<file path="src/rtl/pe_seq_pkg.sv">
// ---------------------------------------------------------------------------
// pe_seq_pkg : shared types and limits for the PE_rco sequencer
// Rev 1.0
// ---------------------------------------------------------------------------
`default_nettype none

package pe_seq_pkg;

  typedef enum logic [1:0] {
    IDLE  = 2'd0,
    INIT  = 2'd1,
    RUN   = 2'd2,
    DRAIN = 2'd3
  } state_e;

  localparam logic [1:0] RCO_ROW = 2'b00;
  localparam logic [1:0] RCO_COL = 2'b01;
  localparam logic [1:0] RCO_OUT = 2'b10;

  localparam int ROW_MAX_LEN = 31;
  localparam int OUT_MAX_LEN = 1023;

endpackage

`default_nettype wire

</file>
<file path="src/rtl/lst_delay_line.sv">
// ---------------------------------------------------------------------------
// lst_delay_line : DEPTH-stage register pipeline, cleared by reset
// Rev 1.0
// ---------------------------------------------------------------------------
`default_nettype none

module lst_delay_line #(
  parameter int DEPTH = 1,
  parameter int WIDTH = 1
) (
  input  logic             clk,
  input  logic             rst,
  input  logic [WIDTH-1:0] d_i,
  output logic [WIDTH-1:0] q_o
);

  generate
    if (DEPTH == 0) begin : g_pass
      assign q_o = d_i;
    end else begin : g_pipe
      logic [WIDTH-1:0] stage_q [DEPTH];

      always_ff @(posedge clk) begin
        if (rst) begin
          for (int i = 0; i < DEPTH; i++) stage_q[i] <= '0;
        end else begin
          stage_q[0] <= d_i;
          for (int i = 1; i < DEPTH; i++) stage_q[i] <= stage_q[i-1];
        end
      end

      assign q_o = stage_q[DEPTH-1];
    end
  endgenerate

endmodule

`default_nettype wire

</file>
<file path="src/rtl/pe_rco_seq.sv">
// ---------------------------------------------------------------------------
// pe_rco_seq : job sequencer feeding one PE_rco processing element
// Option     : PE_SEQ_STALL_CNT_EN adds a saturating RUN-stall counter port
// Rev 1.0
// ---------------------------------------------------------------------------
`default_nettype none

module pe_rco_seq
  import pe_seq_pkg::*;
#(
  parameter int INT_BITS = 5,
  parameter int FRC_BITS = 7,
  parameter int ROM_LAT  = 1,
  parameter int MAC_LAT  = 1,
  localparam int W       = INT_BITS + FRC_BITS
) (
  input  logic         clk,
  input  logic         rst,
  input  logic         start_i,
  input  logic [1:0]   sel_i,
  input  logic [9:0]   len_i,
  output logic         busy_o,
  output logic         err_o,
  input  logic         in_valid_i,
  input  logic [W-1:0] in_data_i,
  output logic         in_ready_o,
  output logic         init_o,
  output logic         en_o,
  output logic [4:0]   address_row_o,
  output logic [4:0]   address_col_o,
  output logic [9:0]   address_o_o,
  output logic [1:0]   rco_sel_o,
  output logic [W-1:0] din_o,
  input  logic [W-1:0] pe_dout_i,
  output logic         res_valid_o,
  output logic [W-1:0] res_data_o
`ifdef PE_SEQ_STALL_CNT_EN
  ,
  output logic [15:0]  stall_cnt_o
`endif
);

  state_e       state_q, state_d;
  logic [7:0]   cnt_q, cnt_d;
  logic [1:0]   sel_q;
  logic [9:0]   len_q;
  logic [9:0]   idx_q;
  logic         err_q;
  logic         res_valid_q;
  logic [W-1:0] res_data_q;

  logic w_legal, w_job_req, w_accept, w_drain_done, w_run;

  assign w_legal = !((sel_i == 2'b11) || (len_i == 10'd0) ||
                     ((sel_i != RCO_OUT) && (len_i > 10'(ROW_MAX_LEN))));
  // The result-beat cycle is already IDLE but still busy, so start is masked there.
  assign w_job_req    = start_i && (state_q == IDLE) && !res_valid_q;
  assign w_run        = (state_q == RUN);
  assign in_ready_o   = w_run && (idx_q < len_q);
  assign w_accept     = in_valid_i && in_ready_o;
  assign w_drain_done = (state_q == DRAIN) && (cnt_q == 8'(ROM_LAT + MAC_LAT - 1));

  always_comb begin
    state_d = state_q;
    cnt_d   = cnt_q;
    case (state_q)
      IDLE: begin
        if (w_job_req && w_legal) begin
          state_d = INIT;
          cnt_d   = 8'd0;
        end
      end
      INIT: begin
        if (cnt_q == 8'(ROM_LAT)) begin
          state_d = RUN;
          cnt_d   = 8'd0;
        end else begin
          cnt_d = cnt_q + 8'd1;
        end
      end
      RUN: begin
        if (w_accept && ((idx_q + 10'd1) == len_q)) begin
          state_d = DRAIN;
          cnt_d   = 8'd0;
        end
      end
      DRAIN: begin
        if (w_drain_done) state_d = IDLE;
        else              cnt_d   = cnt_q + 8'd1;
      end
      default: state_d = IDLE;
    endcase
  end

  always_ff @(posedge clk) begin
    if (rst) begin
      state_q     <= IDLE;
      cnt_q       <= 8'd0;
      sel_q       <= 2'b00;
      len_q       <= 10'd0;
      idx_q       <= 10'd0;
      err_q       <= 1'b0;
      res_valid_q <= 1'b0;
      res_data_q  <= '0;
    end else begin
      state_q     <= state_d;
      cnt_q       <= cnt_d;
      err_q       <= w_job_req && !w_legal;
      res_valid_q <= w_drain_done;
      if (w_job_req && w_legal) begin
        sel_q <= sel_i;
        len_q <= len_i;
        idx_q <= 10'd0;
      end else if (w_accept) begin
        idx_q <= idx_q + 10'd1;
      end
      if (w_drain_done) res_data_q <= pe_dout_i;
    end
  end

  // en/din trail the accept by ROM_LAT so they line up with the ROM word.
  lst_delay_line #(
    .DEPTH (ROM_LAT),
    .WIDTH (W + 1)
  ) u_dly (
    .clk (clk),
    .rst (rst),
    .d_i ({w_accept, (w_accept ? in_data_i : {W{1'b0}})}),
    .q_o ({en_o, din_o})
  );

  assign busy_o        = (state_q != IDLE) || res_valid_q;
  assign err_o         = err_q;
  assign init_o        = (state_q == INIT);
  assign address_row_o = (w_run && sel_q == RCO_ROW) ? idx_q[4:0] : 5'd0;
  assign address_col_o = (w_run && sel_q == RCO_COL) ? idx_q[4:0] : 5'd0;
  assign address_o_o   = (w_run && sel_q == RCO_OUT) ? idx_q : 10'd0;
  assign rco_sel_o     = sel_q;
  assign res_valid_o   = res_valid_q;
  assign res_data_o    = res_data_q;

`ifdef PE_SEQ_STALL_CNT_EN
  logic [15:0] stall_cnt_q;

  always_ff @(posedge clk) begin
    if (rst) begin
      stall_cnt_q <= 16'd0;
    end else if (w_job_req && w_legal) begin
      stall_cnt_q <= 16'd0;
    end else if (in_ready_o && !in_valid_i && (stall_cnt_q != 16'hFFFF)) begin
      stall_cnt_q <= stall_cnt_q + 16'd1;
    end
  end

  assign stall_cnt_o = stall_cnt_q;
`endif

endmodule

`default_nettype wire

</file>
<file path="config.mk">
export PLATFORM = sky130hd
export DESIGN_NAME = pe_rco_seq
export DESIGN_NICKNAME = d
export VERILOG_FILES = /design/src/rtl/pe_seq_pkg.sv /design/src/rtl/lst_delay_line.sv /design/src/rtl/pe_rco_seq.sv
export SDC_FILE = /design/constraint.sdc
export NUM_CORES = 1
export LEC_CHECK = 0
export CORE_ASPECT_RATIO = 2
export CORE_MARGIN = 4
export CORE_UTILIZATION = 50
export CTS_BUF_LIST = sky130_fd_sc_hd__clkbuf_8 sky130_fd_sc_hd__clkbuf_16
export CTS_CLUSTER_SIZE = 10
export DETAILED_ROUTE_END_ITERATION = 16
export HOLD_SLACK_MARGIN = 0.03
export PLACE_DENSITY = 0.84
export RECOVER_POWER = 50
export SLEW_MARGIN = 20
export SYNTH_ARGS = -nofsm -noshare
export SYNTH_HDL_FRONTEND = slang
export SYNTH_SLANG_ARGS = --single-unit
</file>
<file path="constraint.sdc">
create_clock -name clk -period 4.7 [get_ports clk]
set_input_delay 1.175 -clock clk [delete_from_list [all_inputs] [get_ports clk]]
set_output_delay 1.175 -clock clk [all_outputs]
set_load 0.05 [all_outputs]
</file>
==> impl_metrics.ini, run 1 <==
; generated from flow reports
[status]
status = finished, final reports clean

[synth]
async_reset_ff_share_pct = 0
synth_flops = 59
yosysWarnings = 0
synthTopCellsByCount = dfxtp_1, nand2_1, nor2_1
area_leaders = dfxtp_1, ha_1, mux2i_1, and2_1, xnor2_1
ys_seq_share_pct = 38.6
synth_cell_types = 44
synth.largest_area_cell = dfxtp_1
synth.avg_cell_area_um2 = 8.65
yosysChipArea_mm2 = 0.00306
syn-instance-count = 354

[drt]
ant_nets = 0
viasPerCell = 5.64
drcViolationCount = 0

[sta]
setup_viol = 0
rsz0062_at_grt = no
worst_slack_ps = 622
slew_viol_final = 0
hold_slack_ps = 450
max_freq_mhz = 245
fin_tns_setup_ps = 0
finalCritPeriodShare_pct = 86.8
tightest_slew_ps = 781

[placed_design]
place.gp.congestion = 0.899
hpwlAfterDp_mm = 6.38

[setup_path]
endpoint = in_ready_o
worstReg2RegStart = idx_q[2]
critPathMaxStageDelay_ps = 790
start_kind = register
cp-end-kind = output port

[cts]
cts_resized = 0
root_buffer = clkbuf_16
cts_setup_buffers = 0

[power]
p_leak_nw = 1.74

[hold_path]
worstHoldStart = res_data_o[5]

[floorplan]
rows = 40
fp_util_pct = 51.0
dieArea_mm2 = 0.00752

[cells_and_area]
fillCellCount = 468

[grt]
grt_pass1_wl_mm = 13.8
grt_overflow = 0
antenna_found_initial = 0
grt_max_degree = 50

[job]
drv_cap = 0
==> run 1: cell families after synthesis <==
| logic type | share of synthesized area, % |
|---|---|
| xor gates and xnor gates | 6.58 |
| muxes | 4.58 |
| buffers and inverters | 4.29 |
| AOI/OAI and AO/OA | 12.7 |
| and+or+nand+nor | 25.9 |
| DFF | 38.6 |
| adders and majority gates | 7.35 |
==> run 1: cells in the final DEF (no fill, tap or decap), types with 9 or more instances in the layout <==
cell type	instances
a21oi_1	19
ha_1	18
and2_1	21
o21ai_0	11
nor2_1	25
clkbuf_16	9
dlygate4sd3_1	29
nand2_1	34
nor3_1	19
clkdlybuf4s50_1	62
inv_1	17
dfxtp_1	59
and3_1	15
xnor2_1	15
mux2i_1	14
==> run 1: cell type report <==
class                   instances  area share (%)
repair buffers                 95            21.9
clock inverters                 4            1.02
inverters                      16            1.40
clock buffers                  10            5.57
well taps                      63            1.84
flip-flops and latches         59            27.5
multi-input cells             262            40.8
==> run 1: power breakdown <==
group / switching [mW] / internal (mW) / total, mW
Clock: 0.210 / 0.413 / 0.623
Sequential: 0.0254 / 0.525 / 0.550
Combinational: 0.270 / 0.171 / 0.441
==> run 1: state kept, by name, summed over array words and instances, names as in the netlist <==
signal and count:
u_dly.g_pipe.stage_q 13, res_data_o 12, idx_q 10, len_q 10
cnt_q 8, rco_sel_o 2, state_q 2, err_o 1
res_valid_o 1
==> run 1: stage by stage <==
stage / utilization [%] / instance area (um2) / cells
after floorplan: - / 3060 / 354
after global placement: 66.8 / 4010 / 495
after detailed placement: 66.8 / 4010 / 495
after CTS: 71.5 / 4290 / 509
after global routing: 71.5 / 4290 / 509
final: 71.5 / 4290 / 509
==> run 1: metal layers <==
layer,track usage (%),wire (um)
met1,21.4,2790
met5,0,0
met4,14.5,385
met2,44.1,4910
met3,6.37,337
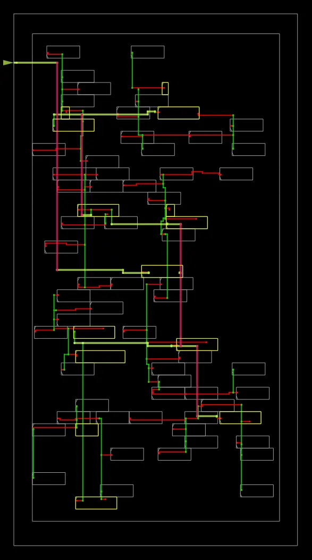
Fig. 1. Clock routing (run 1).
Latency at later pin: 320 ps
Num CTS Buffers: 9
Sink Count: 59
final-layout clock buffer total: 10

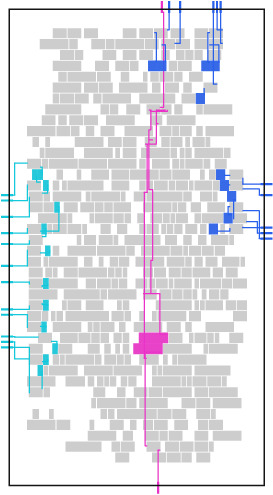
Fig. 2. Port wiring (run 1).
Drawn at 4 px/um.
legend:
  rco_sel_o:
    colour: magenta
    bits: 2
    direction: output
    end_cells: 2
    buffers: 2
    wire: 201 um
  pe_dout_i:
    colour: cyan
    bits: 12
    direction: input
    end_cells: 12
    buffers: 12
    wire: 137 um
  address_o_o:
    colour: blue
    bits: 10
    direction: output
    end_cells: 10
    buffers: 10
    wire: 129 um
PortBufs: 91
Boundary Pins: 92

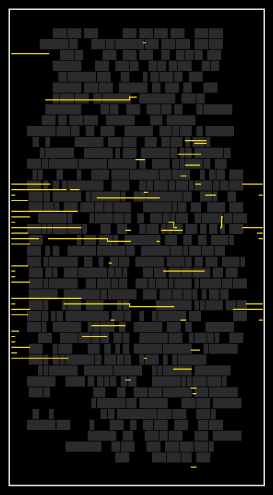
Fig. 3. Metal 3 (run 1).
Drawn at 4 px/um.
wire length on this layer: 337 um
nets with wire on the layer: 52
met3 Use GR: 6.37%
vias post-DR: 2870
Routed WL: 8.42 mm

==> run 2, diff against run 1 <==
- GPL_ROUTABILITY_DRIVEN: not set -> 0
- PLACE_DENSITY: 0.84 -> 0.83
- SYNTH_HIERARCHICAL: not set -> 1
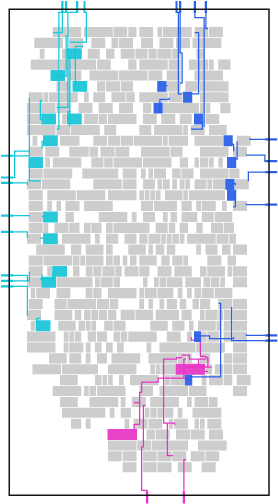
Fig. 4. Port wiring (run 2).
Drawn at 4 px/um.
legend:
  pe_dout_i:
    colour: cyan
    bits: 12
    direction: input
    end_cells: 12
    buffers: 12
    wire: 221 um
  rco_sel_o:
    colour: magenta
    bits: 2
    direction: output
    end_cells: 2
    buffers: 2
    wire: 132 um
  address_o_o:
    colour: blue
    bits: 10
    direction: output
    end_cells: 10
    buffers: 10
    wire: 198 um

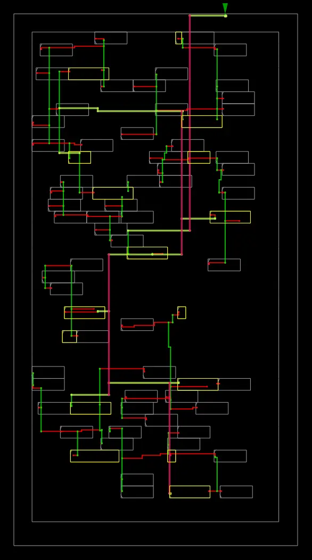
Fig. 5. Clock routing (run 2).
final-layout clock buffer total: 11
Clk. pwr: 0.657 mW
clk_skew: 7.22 ps
Latency at later pin: 330 ps
flop count: 59

==> run 2 against run 1 <==
Global-route usage fell by 1.1 points. Synthesized cell count increased by 2.8%. Critical path type unchanged. Combinational power is 9.3% lower. Cell area grew 4.1%. Sequential power is essentially flat. Non-clock buffer count fell by 1. Clock power increased by 5.5%. Largest cell class unchanged. Sequential share of layout area shrank 1.1 points. First-iteration DRC count rose by 21%. Register-to-register slack got worse by 100 ps.
==> impl_metrics.ini, run 2 <==
; generated from flow reports
[grt]
grt_most_used_layer = met2
grt_max_degree = 50
use_met2_pct = 42.1

[sta]
setup_viol = 0
rsz0062_at_grt = no
finalCritPeriodShare_pct = 90.7
max_freq_mhz = 235

[drt]
ant_nets = 0
drcViolationCount = 0
met2_wirelength_mm = 4.93

[floorplan]
io_pins = 92
rows = 41
dieArea_mm2 = 0.00782

[synth]
synthTopCellsByCount = dfxtp_1, nor2_1, and2_1
synth_flops = 59
syn-instance-count = 364
synth.largest_area_cell = dfxtp_1

[status]
status = finished, final reports clean

[cells_and_area]
regMostFlops = u_dly/g_pipe.stage_q
largest_reg_flops = 13

[placed_design]
port_buffers = 91

[setup_path]
critPathMaxStageDelay_ps = 810
worstReg2RegStart = idx_q[2]
start_kind = register

[hold_path]
worstHoldStart = res_data_o[11]
[run 2: layout make-up]
type / count / area (um2)
Clock buffer: 11 / 253
Fill cell: 509 / 1790
Inverter: 21 / 78.8
Clock inverter: 5 / 52.6
Sequential cell: 59 / 1180
Tap cell: 86 / 108
Timing Repair Buffer: 94 / 925
Multi-Input combinational cell: 269 / 1870
[run 2: power by group through the flow]
stage	combinational [mW]	clock (mW)	sequential [mW]
4_1_cts	0.402	0.669	0.548
3_5_place_dp	0.396	0	0.558
5_1_grt	0.433	0.691	0.551
2_1_floorplan	0.253	0	0.569
6_report	0.400	0.657	0.548
3_3_place_gp	0.387	0	0.557
[run 2: worst max-delay path by stage]
stage	slack [ps]	start	cells after the start	to
5_1_grt	140	idx_q[2]	7	in_ready_o
4_1_cts	460	idx_q[2]	7	in_ready_o
3_5_place_dp	810	idx_q[2]	7	in_ready_o
3_3_place_gp	860	idx_q[2]	7	in_ready_o
6_report	440	idx_q[2]	7	in_ready_o
2_1_floorplan	1300	len_q[2]	7	in_ready_o
[run 2: per-stage QoR]
step | cell area (um2) | instances | hold WS, ps | utilization [%] | total power, mW
after floorplan | 3200 | 364 | 454 | - | 0.822
after global placement | 4170 | 529 | 476 | 66.6 | 0.943
after detailed placement | 4170 | 529 | 483 | 66.6 | 0.954
after CTS | 4470 | 545 | 500 | 71.5 | 1.62
after global routing | 4470 | 545 | 533 | 71.4 | 1.68
final | 4470 | 545 | 484 | 71.4 | 1.61
[run 2: critical path, delay by kind of cell, from the launching register on]
family | cells | cell delay (ps)
compound gates | 4 | 930
fa+ha+maj | 1 | 300
buf+inv | 1 | 810
flops | 1 | 550
simple gates | 1 | 150
==> run 3, diff against run 2 <==
- PLACE_DENSITY: 0.83 -> not set
- PLACE_DENSITY_LB_ADDON: not set -> 0.3
- SLEW_MARGIN: 20 -> not set
- SYNTH_HIERARCHICAL: 1 -> not set
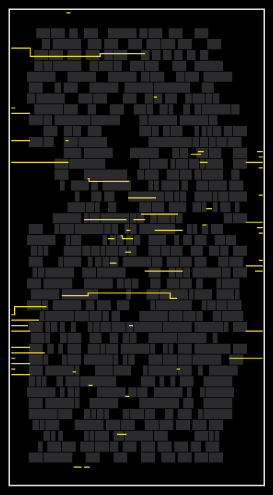
Fig. 6. Metal 3 (run 3).
Drawn at 4 px/um.
nets with wire on the layer: 41
wire length on this layer: 248 um
share of all routed wire: 3.0%
main direction: horizontal
met3 Use GR: 5.70%
Routed WL: 8.36 mm

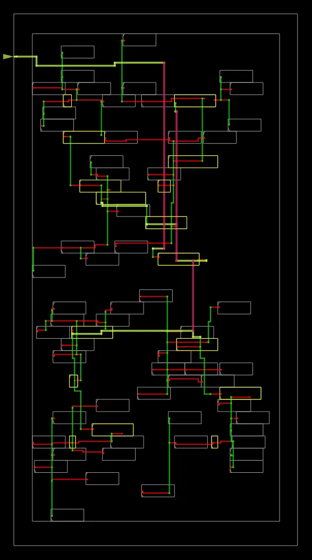
Fig. 7. Clock routing (run 3).
final-layout clock buffer total: 9
Latency at later pin: 320 ps
clk_skew: 5.74 ps

==> run 3 against run 2 <==
Synthesized cell count fell by 2.7%. Worst hold slack got worse by 37 ps. Cell area fell by 3.3%. Worst setup slack improved by 180 ps. Critical path depth did not move. Sequential share of layout area rose by 0.90 points. Clock power rose by 3.2%. Cell count fell by 6.2%. Sequential power barely moved. Global-route usage rose by 0.91 points. Flip-flop count did not move. Utilization rose by 0.57 points.
==> impl_metrics.ini, run 3 <==
; generated from flow reports
[power]
switchingPower_mw = 0.513
swShare_pct = 30.8
pwr-share-clk_pct = 40.7
p_leak_nw = 1.75
p_comb_share_pct = 26.3

[placed_design]
port_buffers = 91
placed_cells = 495
hpwlAfterDp_mm = 6.40

[grt]
grt_overflow = 0
grt_max_degree = 50

[job]
drv_cap = 0

[synth]
aoi_share_pct = 12.7
ys_sh_adder_pct = 7.35
yosysWarnings = 0
syn-instance-count = 354
yosysChipArea_mm2 = 0.00306
area_leaders = dfxtp_1, ha_1, mux2i_1, and2_1, xnor2_1
synth_flops = 59

[drt]
ant_nets = 0
route.vias.total = 2875
drcViolationCount = 0

[setup_path]
cp-end-kind = output port

[cells_and_area]
regMostFlops = u_dly.g_pipe.stage_q
final_cells = 511
final-seq-area_mm2 = 0.00118
final_common_cell = clkdlybuf4s50_1

[status]
status = finished, final reports clean

[cts]
cts_buffers = 9
cts_sinks = 59
root_buffer = clkbuf_16
cts_resized = 0
cts_setup_buffers = 0

[sta]
finalCritPeriodShare_pct = 87.0
worst_slack_ps = 611
tightest_slew_ps = 833
max_freq_mhz = 245
slew_viol_final = 0

[floorplan]
fp_util_pct = 51.0
==> run 3: cell types whose count changed after synthesis, sizes merged, moves of 10 or more <==
cell | previous run | this run
nor2 | 48 | 25
nand2 | 20 | 34
nor3 | 7 | 19
mux2i | 25 | 14
a21oi | 9 | 19
o21ai | 21 | 11
==> run 3: power by group through the flow <==
stage	registers (mW)	logic (mW)	clock network (mW)
2_1_floorplan	0.570	0.287	0
3_3_place_gp	0.559	0.429	0
3_5_place_dp	0.561	0.438	0
4_1_cts	0.551	0.440	0.685
5_1_grt	0.553	0.480	0.712
6_report	0.550	0.438	0.678
==> run 3: how the worst max path moves through the flow <==
stage          cells after the start  slack [ps]          to
2_1_floorplan                      7        1550  state_q[0]
3_3_place_gp                       7         870    cnt_q[7]
3_5_place_dp                       7         900    cnt_q[7]
4_1_cts                            7         610  in_ready_o
5_1_grt                            7         430  in_ready_o
6_report                           7         610  in_ready_o
==> run 3: critical path: stages, from the launching register on <==
cell and delay, ps:
dfxtp_1 530, ha_1 300, o21ai_0 150, a21oi_1 80
a2111oi_2 490, o21a_1 160, or2_2 90, clkdlybuf4s50_1 790
==> run 3: layer usage <==
metal / share of wire, % / wire (um) / global-route usage [%] / vias to the layer above
li1: - / - / - / 1407
met1: 34 / 2850 / 21.4 / 1380
met2: 59 / 4940 / 45.0 / 63
met3: 3.0 / 247 / 5.70 / 25
met4: 3.7 / 312 / 12.7 / 0
met5: 0 / 0 / 0 / -
==> run 3: layout make-up <==
| type | count | area share [%] |
|---|---|---|
| timing repair buffer | 95 | 21.8 |
| tap | 63 | 1.82 |
| clock inverter | 7 | 1.97 |
| clock buffer | 9 | 5.21 |
| sequential | 59 | 27.3 |
| inverter | 16 | 1.39 |
| multi-input combinational | 262 | 40.5 |

==> layout pictures side by side <==
Cell classes on the final placement.
Drawn at 3 px/um.
image #1
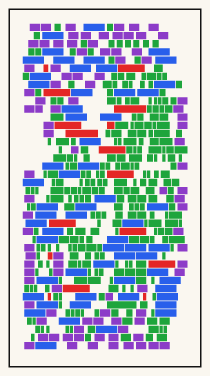
image #2
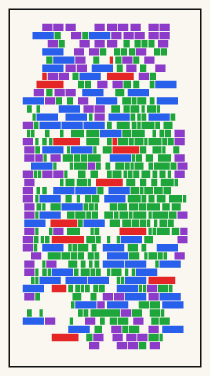
image #3
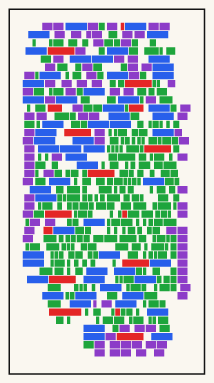
image #2: run 1
image #3: run 2
image #1: run 3

No activity file was given, so power comes from the tool's default toggle rates.
